Design multicycle_control, sky130hd; sources not shown.
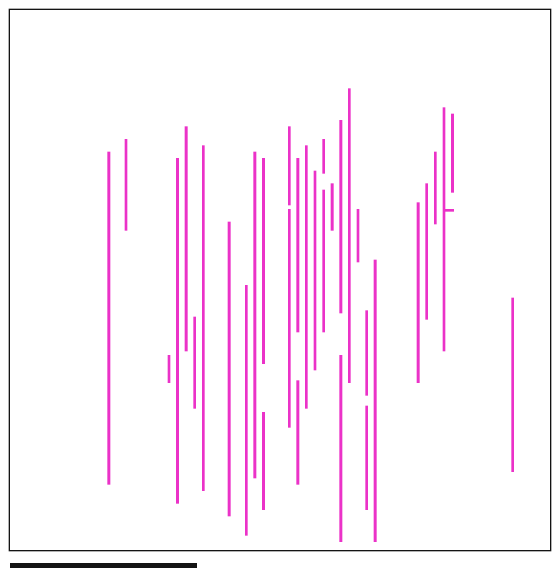
**Above:** run 1 (M4 wires).
Scale bar: 20 um.
share of all routed wire: 8.4%
longest straight run: 36.7 um
nets with wire on the layer: 32
wire length on this layer: 632 um
vias: 1890
WL final: 7550 um

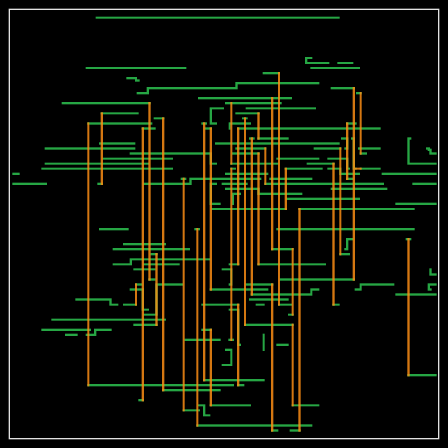
**Above:** run 1 (metal layers overlaid).
Only two layers are drawn.
| color | layer | wire length |
|---|---|---|
| green | met3 | 748 um |
| orange | met4 | 632 um |
Total GRT Usage: 34.6%
routed len/inst: 26.8 um

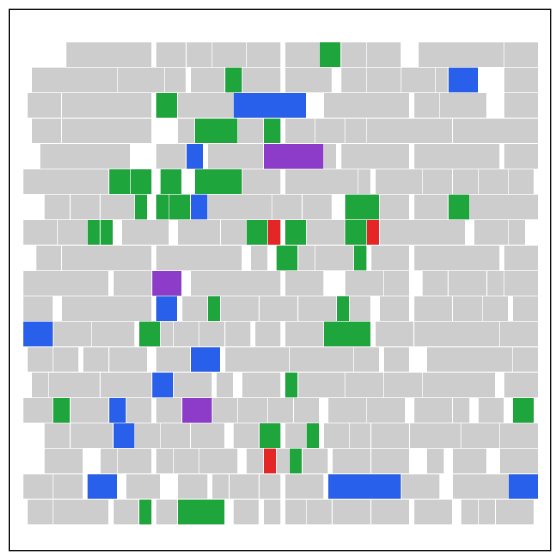
**Above:** run 1 (gate-type map).
| color | family | cells |
|---|---|---|
| green | NAND gates | 33 |
| purple | AND-OR and OR-AND gates | 3 |
| blue | inverting AOI/OAI gates | 13 |
| red | inverters | 3 |
combinational share of cell area: 37.7%
Final Non-Filler Cells: 282
Commonest Layout Cell: buf_4

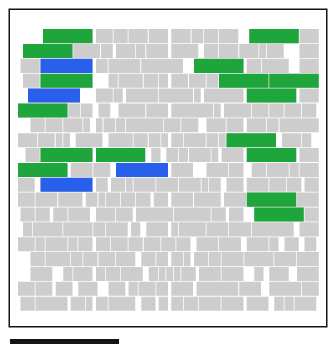
**Above:** run 1 (register map, names as in the netlist).
Scale bar: 20 um. Other cells in gray.
| color | name in the netlist | placed flops |
|---|---|---|
| green | retired | 16 |
| blue | state | 4 |
final core occ: 92.2%
sequential power: 0.550 mW
Sequential cell area: 508 um^2
Seq/total area: 19.3%

==> job_summary.md, run 1 <==
## PnR job results

| Metric | Value |
|---|---|
| Clock Pin Slew Worst Setup and Hold Paths | 70 ps |
| Flop-to-flop setup slack | -340 ps |
| Die area | 3340 um^2 |
| Seq/Total Area, Yosys | 39.2% |
| Place WS | -570 ps |
| Row count | 19 |
| Antenna-violating nets left | 0 |
| Final tally of setup violations | 37 |
| Hold Path Class | input port to register |
| Arrival time worst endpoint | 1710 ps |
| Worst setup margin | -369 ps |
| Area Growth Syn to Fin | 106% |
| Clock Root Buffer | clkbuf_8 |
| Placed Cells | 245 |
| Critical path endpoint category | output pin |
| Pins Over Slew Limit | 0 |
| Failing checks | DRC, setup timing |
| Outcome | complete, but fails checks |
| Pin count of the biggest net entering global routing | 12 |
| OpenROAD warning count | 28 |
| CTS H-tree depth | 1 |
| Antenna diode count | 0 |
| CTS Buffer Depth | 2 |
| Vias per cell | 6.70 |
| Reg2Reg Depth | 7 |
| Final hold vios | 0 |
| Chip Height | 57.8 um |
| Yosys Chip Area | 1280 um^2 |
| Global-route wire length before repair | 8650 um |
| GP Congestion | 0.859 |
| DRC viols | 2 |
| Final Net Count | 262 |
| Min Tclk post-route | 2180 ps |
| CTS sink cnt | 20 |
| Distinct lib cells used | 35 |
| WHS Path Cells | 4 |
| IO Pins | 46 |
| Initial antenna violation count | 0 |
| Hpwl dp | 2880 um |
| Initial DRT Pass Iterations | 11 |
| Hold-fix buffers, CTS | 0 |
| CORE AREA | 2850 um^2 |
| Final total power | 1.35 mW |
| Max reg flops | 16 |
| Yosys cell count | 139 |
| Worst Path Required | 1340 ps |
| Post-Syn Area | 1280 um^2 |
| CTS Buf Count | 3 |
[run 1: power breakdown]
part           total, mW  switching (mW)  leakage [nW]  internal, mW
Clock              0.338           0.144        0.0288         0.194
Sequential         0.550          0.0646         0.253         0.485
Combinational      0.465           0.209         0.935         0.256
Total               1.35           0.417          1.22         0.935
[run 1: layer usage]
metal	vias to the layer above	routed length, um	track usage [%]
met5	-	0	0
met4	0	631	13.3
met3	69	748	8.48
met2	196	3500	57.5
met1	896	2660	43.6
li1	729	-	-
[run 1: kinds of logic after synthesis]
group / synth area share, %
AOI/OAI and AO/OA: 8.33
xor gates and xnor gates: 11.7
adders and majority gates: 0.979
buffers and inverters: 4.21
DFF: 39.2
and+or+nand+nor: 35.7
[run 1: area by class of cell]
| cell class | count | area, um^2 |
|---|---|---|
| repair buffers | 114 | 1020 |
| multi-input cells | 110 | 992 |
| flip-flops and latches | 20 | 508 |
| clock buffers | 4 | 55.1 |
| well taps | 31 | 38.8 |
| fillers | 98 | 223 |
| inverters | 3 | 11.3 |
[run 1: worst max-delay path, cell delays in order (launching register included)]
cell,delay (ps)
dfrtp_2,460
buf_6,150
buf_6,130
buf_6,110
xor2_1,140
nand2_1,120
nor2_2,150
buf_2,180
[run 1: timing repair]
item | CTS | global route
pin swaps | 27 | 35
buffers inserted | 25 | 11
gates cloned | 1 | 0
setup endpoints to repair | 39 | 39
resized | 122 | 44
[run 1: placed cells by master, fill, tap and decap left out, types with 2 or more instances in the layout]
master	count
nand3_1	3
nor2b_4	2
clkdlybuf4s15_1	3
dfrtp_2	6
xor2_1	3
buf_2	13
a21oi_2	5
nor3_4	3
nor3_2	2
nor4b_2	3
inv_1	2
nor2_1	5
buf_4	40
nand4_1	9
nor2_4	4
and3_4	2
a31oi_1	2
buf_12	2
dfrtp_1	14
clkbuf_8	4
or4_4	2
nor3_1	2
nor2_2	3
dlygate4sd2_1	5
nand2b_4	3
xnor2_1	13
nand2_1	11
o21ai_0	2
nor4_4	2
nor3b_4	3
o31ai_4	2
clkdlybuf4s50_1	19
and3_1	4
nand2_2	3
nand2b_1	2
buf_6	29
[run 1: synth_stat cells (2+ instances only)]
| library cell | n | area [um^2] |
|---|---|---|
| a21oi_1 | 5 | 25.0 |
| a31oi_1 | 2 | 12.5 |
| and3_1 | 6 | 37.5 |
| buf_4 | 2 | 15.0 |
| clkbuf_1 | 3 | 11.3 |
| dfrtp_1 | 20 | 500 |
| inv_1 | 3 | 11.3 |
| nand2_1 | 14 | 52.6 |
| nand2b_1 | 5 | 31.3 |
| nand3_1 | 4 | 20.0 |
| nand4_1 | 9 | 56.3 |
| nor2_1 | 12 | 45.0 |
| nor2b_1 | 2 | 12.5 |
| nor3_1 | 7 | 35.0 |
| nor3b_1 | 4 | 30.0 |
| nor4_1 | 2 | 12.5 |
| nor4_4 | 2 | 42.5 |
| nor4b_1 | 3 | 26.3 |
| o21ai_0 | 2 | 10.0 |
| or4_1 | 2 | 15.0 |
| xnor2_1 | 14 | 123 |
| xor2_1 | 3 | 26.3 |
==> run 2: changes to the inputs <==
Settings changed: CELL_PAD_IN_SITES_DETAIL_PLACEMENT set to 0, CELL_PAD_IN_SITES_GLOBAL_PLACEMENT set to 2, CORE_UTILIZATION 41 to 24, CTS_CLUSTER_DIAMETER set to 150, PLACE_DENSITY 0.77 to not set, PLACE_DENSITY_LB_ADDON set to 0.1.
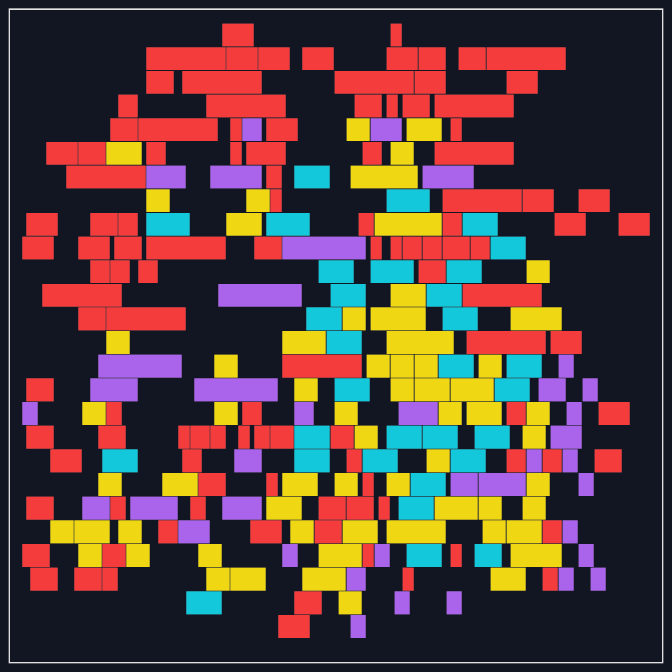
**Above:** run 2 (sizing map).
| color | size | cells | most used |
|---|---|---|---|
| purple | drive 2 | 38 | buf_2 |
| yellow | drive 3 to 4 | 63 | buf_4 |
| cyan | drive 6 and up | 31 | buf_6 |
| red | drive 1 or less | 112 | clkdlybuf4s50_1 |
worst setup margin: -134 ps
cell area after layout: 2570 um^2
nonclk buf count: 108
Area Growth Syn to Fin: 101%

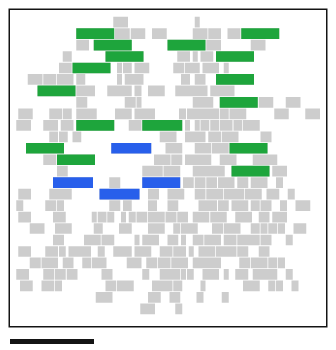
**Above:** run 2 (register map, names as in the netlist).
Scale bar: 20 um. Other cells in gray.
| color | name in the netlist | placed flops |
|---|---|---|
| blue | state | 4 |
| green | retired | 16 |
final core occ: 50.3%
sequential power: 0.543 mW
Sequential cell area: 505 um^2
Seq/total area: 19.7%

==> run 2 against run 1 <==
Compared with the run above:
- the run ends with setup timing left
- power fell by 4.1%
- utilization fell by 42 points
- synthesized cell count did not move
- design area fell by 2.4%
- hold slack got worse by 60 ps
- combinational power fell by 12%
- count of clock-buffer cells in the layout did not move
- maximum frequency rose by 12%
- first-iteration DRC count fell by 84%
==> job_summary.md, run 2 <==
## PnR job results

| Metric | Value |
|---|---|
| Outcome | complete, but fails checks |
| Failing checks | setup timing |
| Antenna-violating nets left | 0 |
| Area leader, netlist | dfrtp_1 |
| Top cells excl fill/tap | 37 x buf_4, 26 x buf_6, 18 x clkdlybuf4s50_1 |
| Synth area leaders | dfrtp_1 39%, xnor2_1 9.6%, nand4_1 4.4% |
| Final hold vios | 0 |
| CTS sink cnt | 20 |
| Yosys cell count | 139 |
| Max reg flops | 16 |
| Worst setup margin | -134 ps |
| Yosys Chip Area | 1280 um^2 |
| Arrival time worst endpoint | 1470 ps |
| Clock Root Buffer | clkbuf_8 |
| Seq/Total Area, Yosys | 39.2% |
| Initial DRT Pass Iterations | 4 |
| Final Non-Filler Cells | 314 |
| Hold Path Class | register to register |
| Placed Cells | 283 |
| CTS Buffer Depth | 2 |
| Fillers | 491 |
| Vias | 1442 |
| Routed len/inst | 13.9 um |
| CTS H-tree depth | 1 |
| Reg2Reg Depth | 7 |
| Initial antenna violation count | 0 |
| Distinct lib cells used | 35 |
| Total GRT Usage | 16.6% |
| DRC viols | 0 |
| Chip Height | 75.0 um |
| Global-route wire length before repair | 6960 um |
| Vias per cell | 4.59 |
| Max-area cell share | 39.2% |
| Min Tclk post-route | 1940 ps |
| Die area | 5620 um^2 |
| Top-count cell post-synth | dfrtp_1 |
| Hpwl dp | 2910 um |
| Pins Over Slew Limit | 0 |
| Final tally of setup violations | 28 |
| Commonest Layout Cell | buf_4 |
| Pin count of the biggest net entering global routing | 21 |
| CTS Buf Count | 3 |
| Row count | 26 |
| Antenna diode count | 0 |
| OpenROAD warning count | 28 |
| Clock Pin Slew Worst Setup and Hold Paths | 70 ps |
| GP Congestion | 0.800 |
| Final Net Count | 255 |
| WL final | 4360 um |
| Post-Syn Area | 1280 um^2 |
-- run 2: final cells by class --
class / count / area [um^2] / share of cell area, %
Tap cell: 70 / 87.6 / 3.41
Clock buffer: 4 / 55.1 / 2.14
Multi-Input combinational cell: 109 / 972 / 37.9
Timing Repair Buffer: 108 / 931 / 36.3
Inverter: 3 / 16.3 / 0.634
Sequential cell: 20 / 505 / 19.7
-- run 2: power breakdown --
group,internal (mW),total [mW],switching (mW)
Clock,0.194,0.344,0.150
Combinational,0.239,0.410,0.171
Sequential,0.485,0.543,0.0586
Total,0.918,1.30,0.379
-- run 2: critical path, stage by stage (launching register included) --
cell and delay, ps:
dfrtp_2 440, buf_4 150, nor2b_4 120, buf_6 110, buf_6 100, nor2_4 40, and3_1 130, buf_2 120
-- run 2: repair_timing --
item,in CTS,in global routing
endpoints found under the setup margin,38,38
gates resized,145,22
pin swaps,45,22
hold endpoints to repair,20,0
buffers inserted,26,3
hold buffers,1,0
cloned,1,0
-- run 2: per-stage QoR --
stage	setup WS [ps]	instance area (um^2)	power [mW]	hold slack (ps)	util (%)
after global placement	-597	2040	0.866	266	40.0
after floorplan	17.2	1280	0.650	-224	-
after global routing	-215	2570	1.37	289	50.3
final	-134	2570	1.30	272	50.3
after CTS	-167	2530	1.29	269	49.6
after detailed placement	-635	2040	0.870	266	40.0
-- run 2: metal layers --
layer / share of wire, % / GRT usage [%] / routed length, um
met1: 47 / 23.2 / 2060
met2: 48 / 27.0 / 2080
met3: 4.8 / 3.48 / 210
met4: 0.37 / 2.10 / 16
met5: 0 / 0 / 0
-- run 2: kinds of logic after synthesis --
family | after synthesis | share of synthesized area [%]
and+or+nand+nor | 76 | 35.7
DFF | 20 | 39.2
xor gates and xnor gates | 17 | 11.7
AOI/OAI and AO/OA | 15 | 8.33
buffers and inverters | 10 | 4.21
adders and majority gates | 1 | 0.979
Power figures rest on the tool's default switching activity, not on a simulated workload.
